Figure 1. Clock distribution (run 1).
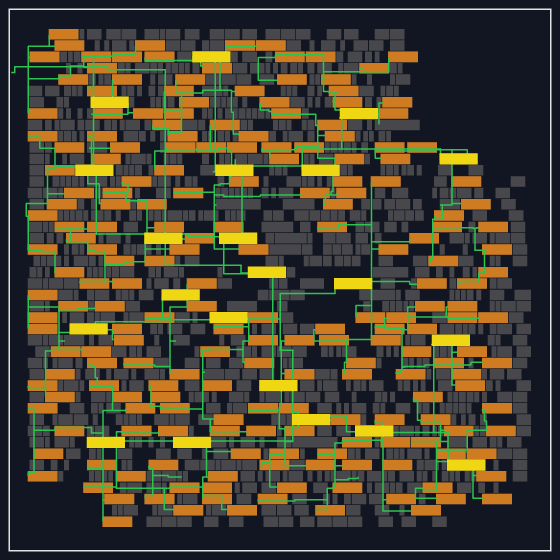
Figure 2. Power grid (run 1).
Pins as bars on the die edge. Tap cells in gray.
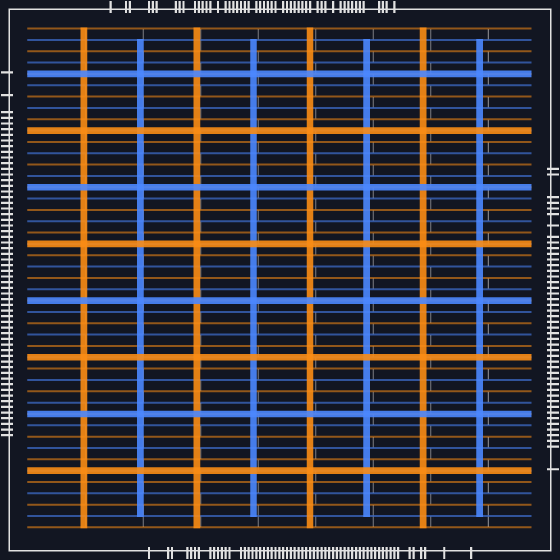
Figure 3. Met2 routing (run 1).
Scale bar: 50 microns.
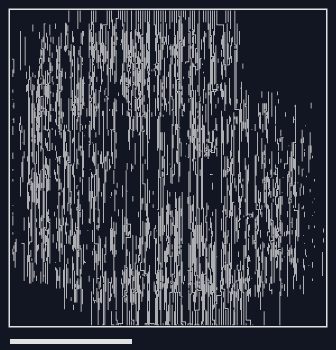
Figure 4. Placement view (run 1).
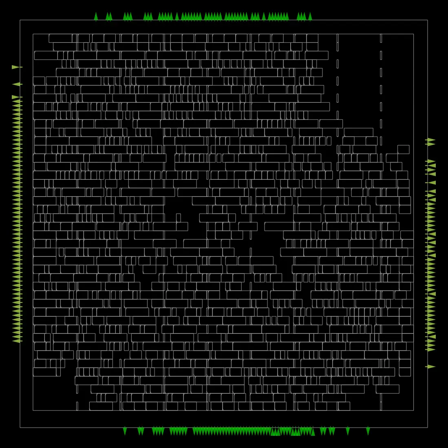
### src/rtl/bnn_pkg.sv
// Shared constants and state encoding for the BNN flattening stage.
package bnn_pkg;
   localparam int unsigned NUM_INPUTS = 196;
   localparam int unsigned BEAT_W     = 14;
   localparam int unsigned BEATS      = NUM_INPUTS / BEAT_W;
   localparam int unsigned CNT_W      = $clog2(BEATS);

   typedef enum logic [1:0] {
      FILL = 2'd0,
      HOLD = 2'd1,
      SYNC = 2'd2
   } flat_state_t;
endpackage

### src/rtl/flatten_bank.sv
// One frame register: row-indexed beat write plus synchronous clear.
module flatten_bank #(
   parameter int unsigned NUM_INPUTS = 196,
   parameter int unsigned BEAT_W     = 14,
   parameter int unsigned N_BEATS    = 14,
   parameter int unsigned IDX_W      = 4
) (
   input  logic                  clock,
   input  logic                  clear,
   input  logic                  wr_en,
   input  logic [IDX_W-1:0]      wr_idx,
   input  logic [BEAT_W-1:0]     wr_data,
   output logic [NUM_INPUTS-1:0] data
);

   always_ff @(posedge clock) begin
      if (clear) begin
         data <= '0;
      end else if (wr_en) begin
         for (int k = 0; k < int'(N_BEATS); k++) begin
            if (wr_idx == IDX_W'(k)) data[k*BEAT_W +: BEAT_W] <= wr_data;
         end
      end
   end

endmodule

### src/rtl/flatten_buffer.sv
// Row-beat to flat-vector assembler feeding the final dense layer.
// Optional FLATTEN_DBUF_EN: ping-pong banks so a new frame fills while one is held.
module flatten_buffer #(
   parameter int unsigned NUM_INPUTS = bnn_pkg::NUM_INPUTS,
   parameter int unsigned BEAT_W     = bnn_pkg::BEAT_W
) (
   input  logic                  clock,
   input  logic                  reset,
   input  logic                  in_valid,
   input  logic [BEAT_W-1:0]     in_data,
   input  logic                  in_last,
   output logic                  in_ready,
   output logic                  out_valid,
   output logic [NUM_INPUTS-1:0] out_data,
   input  logic                  out_ready,
   output logic                  frame_err
);
   import bnn_pkg::*;

   localparam int unsigned N_BEATS = NUM_INPUTS / BEAT_W;
   localparam int unsigned IDX_W   = (N_BEATS > 1) ? $clog2(N_BEATS) : 1;

   if (N_BEATS * BEAT_W != NUM_INPUTS) begin : g_bad_geometry
      $error("flatten_buffer: NUM_INPUTS must be an exact multiple of BEAT_W");
   end

   flat_state_t       state_q, state_d;
   logic [IDX_W-1:0]  cnt_q, cnt_d;
   logic              out_valid_d, in_ready_d, err_d;
   logic              accept, consume, last_slot, wr_en;

   assign accept    = in_valid & in_ready;
   assign consume   = out_valid & out_ready;
   assign last_slot = (cnt_q == IDX_W'(N_BEATS - 1));

`ifdef FLATTEN_DBUF_EN
   logic wr_sel_q, wr_sel_d, rd_sel_q, rd_sel_d;
`endif

   // Next-state: beat counting, framing errors and frame presentation
   always_comb begin
      state_d     = state_q;
      cnt_d       = cnt_q;
      out_valid_d = out_valid;
      err_d       = 1'b0;
      wr_en       = 1'b0;
`ifdef FLATTEN_DBUF_EN
      wr_sel_d    = wr_sel_q;
      rd_sel_d    = rd_sel_q;
`endif
      if (consume) out_valid_d = 1'b0;

      case (state_q)
         FILL: begin
            if (accept) begin
               wr_en = 1'b1;
               if (last_slot && in_last) begin
                  cnt_d = '0;
`ifdef FLATTEN_DBUF_EN
                  if (!out_valid || consume) begin
                     rd_sel_d    = wr_sel_q;
                     wr_sel_d    = ~wr_sel_q;
                     out_valid_d = 1'b1;
                  end else begin
                     state_d = HOLD;
                  end
`else
                  state_d     = HOLD;
                  out_valid_d = 1'b1;
`endif
               end else if (in_last) begin
                  err_d = 1'b1;
                  cnt_d = '0;
               end else if (last_slot) begin
                  err_d   = 1'b1;
                  cnt_d   = '0;
                  state_d = SYNC;
               end else begin
                  cnt_d = cnt_q + IDX_W'(1);
               end
            end
         end
         HOLD: begin
`ifdef FLATTEN_DBUF_EN
            // Completed bank waits for the held one to drain, then swaps in
            if (consume) begin
               rd_sel_d    = wr_sel_q;
               wr_sel_d    = ~wr_sel_q;
               out_valid_d = 1'b1;
               state_d     = FILL;
            end
`else
            if (out_ready) begin
               out_valid_d = 1'b0;
               state_d     = FILL;
               cnt_d       = '0;
            end
`endif
         end
         SYNC: begin
            if (accept && in_last) state_d = FILL;
         end
         default: begin
            state_d = FILL;
            cnt_d   = '0;
         end
      endcase

      in_ready_d = (state_d != HOLD);
   end

   always_ff @(posedge clock) begin
      if (reset) begin
         state_q   <= FILL;
         cnt_q     <= '0;
         out_valid <= 1'b0;
         in_ready  <= 1'b1;
         frame_err <= 1'b0;
      end else begin
         state_q   <= state_d;
         cnt_q     <= cnt_d;
         out_valid <= out_valid_d;
         in_ready  <= in_ready_d;
         frame_err <= err_d;
      end
   end

`ifdef FLATTEN_DBUF_EN
   logic [NUM_INPUTS-1:0] bank0_data, bank1_data;

   always_ff @(posedge clock) begin
      if (reset) begin
         wr_sel_q <= 1'b0;
         rd_sel_q <= 1'b0;
      end else begin
         wr_sel_q <= wr_sel_d;
         rd_sel_q <= rd_sel_d;
      end
   end

   flatten_bank #(
      .NUM_INPUTS(NUM_INPUTS), .BEAT_W(BEAT_W), .N_BEATS(N_BEATS), .IDX_W(IDX_W)
   ) u_bank0 (
      .clock   (clock),
      .clear   (reset),
      .wr_en   (wr_en & ~wr_sel_q),
      .wr_idx  (cnt_q),
      .wr_data (in_data),
      .data    (bank0_data)
   );

   flatten_bank #(
      .NUM_INPUTS(NUM_INPUTS), .BEAT_W(BEAT_W), .N_BEATS(N_BEATS), .IDX_W(IDX_W)
   ) u_bank1 (
      .clock   (clock),
      .clear   (reset),
      .wr_en   (wr_en & wr_sel_q),
      .wr_idx  (cnt_q),
      .wr_data (in_data),
      .data    (bank1_data)
   );

   assign out_data = rd_sel_q ? bank1_data : bank0_data;
`else
   flatten_bank #(
      .NUM_INPUTS(NUM_INPUTS), .BEAT_W(BEAT_W), .N_BEATS(N_BEATS), .IDX_W(IDX_W)
   ) u_bank0 (
      .clock   (clock),
      .clear   (reset),
      .wr_en   (wr_en),
      .wr_idx  (cnt_q),
      .wr_data (in_data),
      .data    (out_data)
   );
`endif

endmodule

### config.mk
export PLATFORM = sky130hd
export DESIGN_NAME = flatten_buffer
export DESIGN_NICKNAME = d
export VERILOG_FILES = /design/src/rtl/bnn_pkg.sv /design/src/rtl/flatten_bank.sv /design/src/rtl/flatten_buffer.sv
export SDC_FILE = /design/constraint.sdc
export NUM_CORES = 1
export LEC_CHECK = 0
export CAP_MARGIN = 20
export CORE_MARGIN = 4
export CORE_UTILIZATION = 51
export DETAILED_ROUTE_END_ITERATION = 8
export PLACE_DENSITY = 0.88
export SLEW_MARGIN = 20
export SYNTH_ARGS = -nofsm -noshare
export SYNTH_HDL_FRONTEND = slang
export SYNTH_SLANG_ARGS = --single-unit
### constraint.sdc
create_clock -name clock -period 4 [get_ports clock]
set_input_delay 0.6 -clock clock [delete_from_list [all_inputs] [get_ports clock]]
set_output_delay 0.6 -clock clock [all_outputs]
set_load 0.02 [all_outputs]
==> GITHUB_STEP_SUMMARY, run 1 <==
### Metrics collected by this job

| Metric | Value |
|---|---|
| Clock-pin slew reported for the worst setup and hold paths after clock tree synthesis | `60 ps` |
| Max_slew headroom | `29.55%` |
| CTS root buffer | `sky130_fd_sc_hd__clkbuf_16` |
| Kind of cell adding the most delay to the critical path | `simple AND/OR/NAND/NOR gates` |
| Most frequent cells in the layout | `sky130_fd_sc_hd__nand2_1, sky130_fd_sc_hd__clkdlybuf4s50_1, sky130_fd_sc_hd__dfxtp_1, sky130_fd_sc_hd__a21oi_1, sky130_fd_sc_hd__nor2_1` |
| Yosys-reported design area after synthesis | `between 7000 and 8000 sq um` |
| Clock latency on the worst-skew pair | `490 ps` |
| Post-synthesis compound-gate area fraction | `10.39%` |
| Transition at the pin with the smallest max-transition slack | `approximately 1100 ps` |
| Total cells reported by yosys after synthesis | `between 800 and 900` |
| Path type of the worst min-delay path | `reg2reg` |
| Pwr/cell area | `418.5 nW/um^2` |
| Sw frac | `21.83%` |
| Adder-cell area share of the yosys netlist | `0%` |
| Shortest clock period the worst path allows after layout | `~2400 ps` |
| Routed wire per std cell | `about 18 microns` |
| Setup TNS after final layout | `0 ps` |
| Initial antenna violation count | `0` |
| Data required, critical path | `about 4300 ps` |
| Diodes inserted | `0` |
| Post-layout util | `slightly above 70%` |
| Static leakage power | `0.003750 uW` |
| Final weighted congestion in routability-driven placement | `0.7919` |
| Sequential cell fraction of total power | `47.6%` |
| Half-perimeter wire length after detailed placement | `approximately 15 mm` |
| Via count of the first global-routing pass | `6475` |
| Number of instances in the synthesized netlist | `between 800 and 900` |
| Std cell rows | `44` |
| Number of buffer and inverter stages on the critical path | `0` |
| Top-level I/O count | `218` |
| Ratio of final minimum period to clock period | `59.60%` |
| Nets | `1066` |
| Effective utilization at floorplan | `52.06%` |
| Count of H-tree levels built during CTS | `1` |
| Wire length on met2 | `between 10 and 15 mm` |
| Most common flop cell mapped by yosys | `sky130_fd_sc_hd__dfxtp_1` |
| Reported max-cap violation count | `0` |
| Top non-seq family | `simple AND/OR/NAND/NOR gates` |
| Fraction of synthesized area in multiplexers | `7.570%` |
| Global-route wire length before repair | `35.00 mm` |
| Setup violators final | `0` |
| FMAX | `between 400 and 500 MHz` |
| Highest signal layer in the routed design | `met4` |
| Number of flops mapped to enable cells by yosys | `0` |
| Final tally of hold violations | `0` |
| Sort of element at the end of the critical path | `flop` |
| Highest-delay cell along the critical path | `sky130_fd_sc_hd__dfxtp_1` |
| Proportion of power drawn by the clock network | `between 40% and 50%` |
| Tool warnings | `28` |
| Total gr overflow | `0` |
| Post-synth seq share | `54.45%` |
| Overall routing resource usage | `26.34%` |
| Synthesized area | `7537 sq um` |
| Count of unique library cells instantiated by Yosys | `around 41` |
| Worst Clk Skew | `about 14 ps` |
| Sort of element at the start of the critical path | `flop` |
| Clock buffer count from CTS | `21` |
| Count of instances resized after the clock tree is built | `0` |
| Number of port buffers | `217` |
| Met3 Wirelength | `2.327 mm` |
| Average via count per standard cell | `between 5 and 6` |
| Yosys warning count | `0` |
| Mean area per synthesized cell | `8.555 sq um` |
| Net switching power of the design | `947.3 uW` |
| Die outline area | `16790 sq um` |
| Internal reg-to-reg setup slack | `1620 ps` |
| Final ANT Viol Nets | `0` |
| Synthesized Nets | `~900` |
| Share of the synthesized netlist area taken by xor and xnor gates | `0.1162%` |
| Layout cells sized above 1 | `4.991%` |
| Maximum fanout along the worst path | `22` |
| Critical Path Max Stage Delay | `830 ps` |
| Synthesis-to-finish area growth | `37.58%` |
| M1 wire length | `9.142 mm` |
| Share of synthesized registers carrying an async set or reset | `0%` |
| Worst-path cell chain | `nand2b_1 > or3_1 > mux2i_1 > nor2_1` |
| Count of clock tree sinks | `~200` |
| Commonest non-fill, non-tap cell in the layout | `sky130_fd_sc_hd__nand2_1` |
| Combinational cell fraction of total power | `4.6%` |
| And+or+nand+nor area frac | `around 23%` |
| Cell internal power dissipation | `3393 uW` |
| Data arrival time at the worst-slack endpoint | `roughly 2700 ps` |
| RSZ-0062 raised after global routing | `no` |
| Drc violations | `0` |
| Status | `finished clean` |
| Pre-antenna DRT Iters | `5` |
| Number of storage elements in the synthesis netlist | `205` |
| Number of pins exceeding their max-slew limit in the final report | `0` |
| Clk buf depth | `3` |
| Number of buffers added to fix hold violations after cts | `0` |
| Max VDD drop | `0.3686 mV` |
| First DRT Iteration DRCs | `532` |
| Largest net degree at the start of global routing | `146` |
| CTS tree | `yes` |
| Startpoint-to-endpoint class of the critical path | `reg2reg` |
| Setup Fix Bufs, Post-CTS | `0` |
Back to the opening pictures, Figure 1:
Key: flip-flops = orange [count 205]; clock wires = green [length 2190 microns]; cells driving clock nets = yellow [count 21]
There are 22 routed clock nets.

Back to the opening pictures, Figure 2:
Key: VDD = blue; VSS = orange
218 signal pins sit on the boundary. 184 tap cells. The core has 44 rows. 8 straps on met4.
die outline width: 129.6 microns
vertical extent of the die: 129.6 microns
area of the core region: 14480 sq um

Back to the opening pictures, Figure 3:
The layer carries 10900 microns of wire. The longest straight run is 56.1 microns. The wires run mostly vertical. 888 nets have wire on it. The layer holds 48% of the routed length.
vias: 6785
met2 usage in global routing: 42.64%
routed wire length: 23.02 mm

Back to the opening pictures, Figure 4:
n_taps: 184
flop count: 205

## run 1: path summary, 6_finish.rpt
check	from	endpoint	cells past startpoint
worst min register to register	u_bank0.data[71]$_SDFFE_PP0P_	u_bank0.data[71]$_SDFFE_PP0P_	2
worst min-delay path	u_bank0.data[71]$_SDFFE_PP0P_	u_bank0.data[71]$_SDFFE_PP0P_	2
worst max register to register	cnt_q[3]$_SDFFE_PP0P_	u_bank0.data[94]$_SDFFE_PP0P_	4
worst max-delay path	cnt_q[3]$_SDFFE_PP0P_	u_bank0.data[94]$_SDFFE_PP0P_	4
## run 1: routing by layer
layer	GRT usage [%]	up-vias
li1	-	3214
met2	42.64	312
met5	0	-
met4	8.435	0
met1	33.47	3211
met3	8.656	48
## run 1: cell families (layout without fill, tap and decap cells)
| family | Yosys count | count (layout) |
|---|---|---|
| simple gates | 386 | 386 |
| flops | 205 | 205 |
| compound gates | 152 | 152 |
| buf+inv | 80 | 261 |
| mux | 57 | 57 |
| xor+xnor | 1 | 1 |
## run 1: state kept, by name, indices dropped and copies added, names as in the netlist
name	flops
cnt_q	4
frame_err	1
in_ready	1
out_valid	1
state_q	2
u_bank0.data	196
## run 1: power groups by stage
stage	Clock, uW	Combinational, uW	Sequential [uW]
after floorplan	0	89.6	2130
after global placement	0	198	2110
after detailed placement	0	199	2110
after CTS	2090	200	2070
after global routing	2190	213	2070
final	2070	201	2070
## run 1: worst register-to-register path, stage by stage (launching register included)
cell and delay, ps:
sky130_fd_sc_hd__dfxtp_1 830, sky130_fd_sc_hd__nand2b_1 370, sky130_fd_sc_hd__or3_1 680, sky130_fd_sc_hd__mux2i_1 290, sky130_fd_sc_hd__nor2_1 70
## run 1: through the flow
stage	total power (uW)	setup slack (ps)	std cells	instance area (sq um)	hold slack [ps]
after floorplan	2217	2068	881	7537	509.7
after global placement	2310	1307	1208	9624	436.1
after detailed placement	2311	1235	1208	9624	443.1
after CTS	4362	1621	1246	10370	450.4
after global routing	4466	1458	1246	10370	467.0
final	4340	1616	1246	10370	450.4
## run 1: synthesized netlist by cell type, drive strengths merged, types with 2 or more instances
cell    instances  area share (%)
o21ai           2            0.13
nand2b          6            0.50
nor2           60             3.0
or3             2            0.17
dfxtp         205              54
buf            26             2.2
nor4b           2            0.63
nand2         285              14
nand4           3            0.25
nor3            4            0.48
or4             4            0.40
a21oi         142             9.4
nor4            7             1.4
a31oi           2            0.17
mux2i          57             7.6
clkbuf         53             2.6
nand4b          2            0.23
or4b            3            0.45
## run 1: area by class of cell
cell class | instances | area, sq um
Sequential cell | 205 | 4104
Clock inverter | 9 | 130.1
Timing Repair Buffer | 222 | 2223
Inverter | 1 | 3.754
Clock buffer | 29 | 615.6
Multi-Input combinational cell | 596 | 3063
Fill cell | 1064 | 4109
Tap cell | 184 | 230.2
==> inputs of run 2 (changes only) <==
--- a/config.mk
+++ b/config.mk
@@ -7,9 +7,9 @@
 export LEC_CHECK = 0
 export CAP_MARGIN = 20
 export CORE_MARGIN = 4
-export CORE_UTILIZATION = 51
+export CORE_UTILIZATION = 47
 export DETAILED_ROUTE_END_ITERATION = 8
-export PLACE_DENSITY = 0.88
+export PLACE_DENSITY = 0.82
 export SLEW_MARGIN = 20
 export SYNTH_ARGS = -nofsm -noshare
 export SYNTH_HDL_FRONTEND = slang
==> constraint.sdc (replaced) <==
create_clock -name clock -period 2.2 [get_ports clock]
set_input_delay 0.33 -clock clock [delete_from_list [all_inputs] [get_ports clock]]
set_output_delay 0.33 -clock clock [all_outputs]
set_load 0.02 [all_outputs]
==> GITHUB_STEP_SUMMARY, run 2 <==
### Metrics collected by this job

| Metric | Value |
|---|---|
| Startpoint-to-endpoint class of the critical path | `reg2out` |
| Kind of cell adding the most delay to the critical path | `buffers and inverters` |
| Mean area per synthesized cell | `8.555 sq um (unchanged)` |
| Number of pins exceeding their max-slew limit in the final report | `0 (unchanged)` |
| Setup Fix Bufs, Post-CTS | `0 (unchanged)` |
| Top-level I/O count | `218 (unchanged)` |
| Pre-antenna DRT Iters | `5 (unchanged)` |
| Count of clock tree sinks | `205 (unchanged)` |
| Clock-pin slew reported for the worst setup and hold paths after clock tree synthesis | `60 ps (about the same)` |
| FMAX | `539.5 MHz` |
| Leading cell type by number of instances after synthesis | `sky130_fd_sc_hd__nand2_1` |
| Combinational cell fraction of total power | `5.5% (+0.9 points)` |
| Number of buffers added to fix hold violations after cts | `0 (unchanged)` |
| Area of the core region | `15770 sq um (+8.9%)` |
| Number of instances in the synthesized netlist | `881 (unchanged)` |
| Post-synth seq share | `54.45% (unchanged)` |
| Wire length on met2 | `11.52 mm (+5.2%)` |
| Final weighted congestion in routability-driven placement | `0.8125 (+2.6%)` |
| CTS root buffer | `sky130_fd_sc_hd__clkbuf_16` |
| Total gr overflow | `0 (unchanged)` |
| Yosys warning count | `0 (unchanged)` |
| Synthesized Nets | `900 (unchanged)` |
| Biggest area cells | `sky130_fd_sc_hd__dfxtp_1, sky130_fd_sc_hd__nand2_1, sky130_fd_sc_hd__a21oi_1` |
| Vertical extent of the die | `134.6 microns (+3.9%)` |
| Half-perimeter wire length after detailed placement | `15.45 mm (+5.0%)` |
| Largest reg by FF count | `u_bank0.data` |
| Number of buffer and inverter stages on the critical path | `1 (+1)` |
| Sw frac | `22.23% (+0.40 points)` |
| Ratio of final minimum period to clock period | `84.26%` |
| RR Startpoint | `in_ready$_SDFF_PP1_` |
| Path type of the worst min-delay path | `in2reg` |
| Number of flops mapped to enable cells by yosys | `0 (unchanged)` |
| Share of synthesized registers carrying an async set or reset | `0% (unchanged)` |
| Internal reg-to-reg setup slack | `350 ps (-1270 ps)` |
| Critical path origin | `in_ready$_SDFF_PP1_` |
| Final tally of hold violations | `0 (unchanged)` |
| Number of flip-flops under the largest register name | `196 (unchanged)` |
| Largest net degree at the start of global routing | `83 (-43%)` |
| Tally of filler cells in the layout | `1240 (+17%)` |
| Count of instances resized after the clock tree is built | `0 (unchanged)` |
| Count of H-tree levels built during CTS | `1 (unchanged)` |
| Nets | `1115 (+4.6%)` |
| Synthesis-to-finish area growth | `43.77%` |
| Most instantiated cells after synthesis | `sky130_fd_sc_hd__nand2_1, sky130_fd_sc_hd__dfxtp_1, sky130_fd_sc_hd__a21oi_1` |
| RSZ-0062 raised after global routing | `no` |
| Synthesized area | `7537 sq um (unchanged)` |
| Sort of element at the end of the critical path | `output port` |
| Commonest non-fill, non-tap cell in the layout | `sky130_fd_sc_hd__nand2_1` |
| Number of port buffers | `217 (unchanged)` |
| Die outline width | `134.6 microns (+3.9%)` |
| Sort of element at the start of the critical path | `flop` |
| Finished Layout Cells | `1324 (+6.3%)` |
| Maximum fanout along the worst path | `5 (-77%)` |
| Cell Count Post-Placement | `1289 (+6.7%)` |
| Status | `finished clean` |
| Cell internal power dissipation | `6010 uW (+77%)` |
| Transition at the pin with the smallest max-transition slack | `657.9 ps (-398.9 ps)` |
| Net switching power of the design | `1718 uW (+81%)` |
| Max_slew headroom | `56.14% (+27 points)` |
| Total cells reported by yosys after synthesis | `881 (unchanged)` |
| Capture endpoint of the worst hold path | `u_bank0.data[99]$_SDFFE_PP0P_` |
| Routed wire length | `23.63 mm (+2.7%)` |
| Tool warnings | `26 (-7.1%)` |
| Depth of the worst register-to-register path | `5 (+1)` |
| Drc violations | `0 (unchanged)` |
| CTS tree | `yes` |
| Pwr/cell area | `713.1 nW/um^2 (+70%)` |
| Shortest clock period the worst path allows after layout | `1854 ps` |
| Layout cells sized above 1 | `8.755% (+3.8 points)` |
| Static leakage power | `0.003992 uW (+6.5%)` |
| Final ANT Viol Nets | `0 (unchanged)` |
| PnR worst setup slack | `346.3 ps (-1270 ps)` |
| Area fraction of the dominant cell type after synthesis | `54.45% (unchanged)` |
| Pre-CTS worst setup slack | `-76.60 ps (-1311 ps)` |
| Highest signal layer in the routed design | `met4` |
| Depth of the worst hold-timing path | `2 (unchanged)` |
| Reported max-cap violation count | `0 (unchanged)` |
| Initial antenna violation count | `0 (unchanged)` |
| Clock buffer count from CTS | `21 (unchanged)` |
| Reg-to-reg endpoint | `u_bank0.data[152]$_SDFFE_PP0P_` |
| Critical Path Max Stage Delay | `640 ps (-190 ps)` |
| Clk buf depth | `3 (unchanged)` |
| Diodes inserted | `0 (unchanged)` |
| Most common flop cell mapped by yosys | `sky130_fd_sc_hd__dfxtp_1` |
| Data arrival time at the worst-slack endpoint | `1520 ps (-1200 ps)` |
| Yosys-reported design area after synthesis | `7537 sq um (unchanged)` |
| Global-route wire length before repair | `36.67 mm (+4.8%)` |
| M1 wire length | `9.560 mm (+4.6%)` |
| Overall routing resource usage | `25.31% (-1.0 points)` |
| Sequential cell fraction of total power | `48.6% (+1.0 points)` |
| Worst hold path startpoint | `reset` |
==> run 2: cell types whose count changed in the layout (fill, tap and decap cells not counted), sizes merged <==
cell and delta:
buf +49, bufinv -1, clkinv -1, inv -1
==> run 2: metal layers <==
layer | GRT usage, % | up-vias
met5 | 0 | -
li1 | - | 3308
met4 | 7.296 | 0
met3 | 7.601 | 40
met1 | 31.78 | 3381
met2 | 42.33 | 238
==> run 2: worst max-delay path by stage <==
stage | slack (ps) | cells after the start | end
6_report | 350 | 1 | in_ready
5_1_grt | 250 | 5 | u_bank0.data[138]$_SDFFE_PP0P_
4_1_cts | 330 | 1 | in_ready
3_5_place_dp | -80 | 6 | u_bank0.data[152]$_SDFFE_PP0P_
3_3_place_gp | 20 | 6 | u_bank0.data[143]$_SDFFE_PP0P_
2_1_floorplan | 380 | 8 | u_bank0.data[144]$_SDFFE_PP0P_
==> run 2: power groups by stage <==
stage / clock network, uW / registers, uW / logic [uW]
after floorplan: 0 / 3870 / 163
after global placement: 0 / 3840 / 413
after detailed placement: 0 / 3840 / 417
after CTS: 3600 / 3760 / 420
final: 3550 / 3760 / 423
after global routing: 3730 / 3760 / 446
==> run 2: kinds of logic (layout without fill, tap and decap cells) <==
kind of cell	after synthesis	after routing	share of synthesized area [%]
mux	57	57	7.570
simple gates	386	386	22.56
flops	205	205	54.45
compound gates	152	152	10.39
buf+inv	80	307	4.914
xor+xnor	1	1	0.1162
==> run 2: area by class of cell <==
class                      count  area, sq um  share of cell area, %
clock inverter                 6        83.83                 0.7736
clock buffer                  29        595.6                  5.496
multi-input combinational    596         3063                  28.26
timing repair buffer         271         2716                  25.07
tap                          216        270.3                  2.494
sequential                   205         4104                  37.87
inverter                       1        3.754                0.03464
==> run 2: stage by stage <==
stage	total power (uW)	hold slack (ps)	TNS (ps)	cell area [sq um]
final	7728	309.0	0	10840
after global routing	7933	336.0	0	10840
after CTS	7775	298.8	0	10840
after detailed placement	4257	442.0	-335.3	10160
after global placement	4251	436.1	0	10160
after floorplan	4031	470.5	0	7537
Figure 5. Cell classes on the final placement (run 2).
Scale bar: 50 microns. Fill, decap, tap and diode cells in gray.
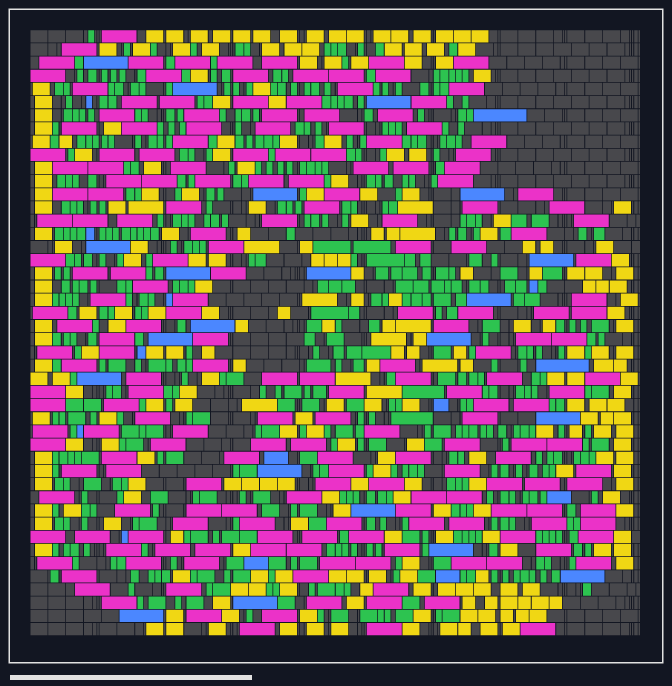
Key: other buffers and delay cells = yellow [cells 271, share of their area 26%]; flip-flops = magenta [cells 205, share of their area 39%]; all other logic = green [cells 597, share of their area 29%]; clock drivers and dummy loads = blue [cells 35, share of their area 6.4%]
post-layout util: 68.72%
cell area after layout: 10840 sq um
sequential cell area share: 37.87%
std cell rows: 46

Figure 6. Clock distribution (run 2).
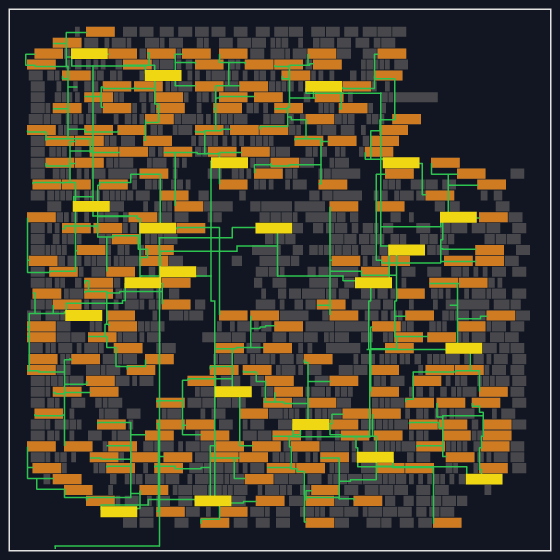
Worst Clk Skew: 17.55 ps
clk pwr: 3550 uW
clock latency on the worst-skew pair: 500 ps
proportion of power drawn by the clock network: 45.9%

Power is estimated from default activity; no workload was simulated.
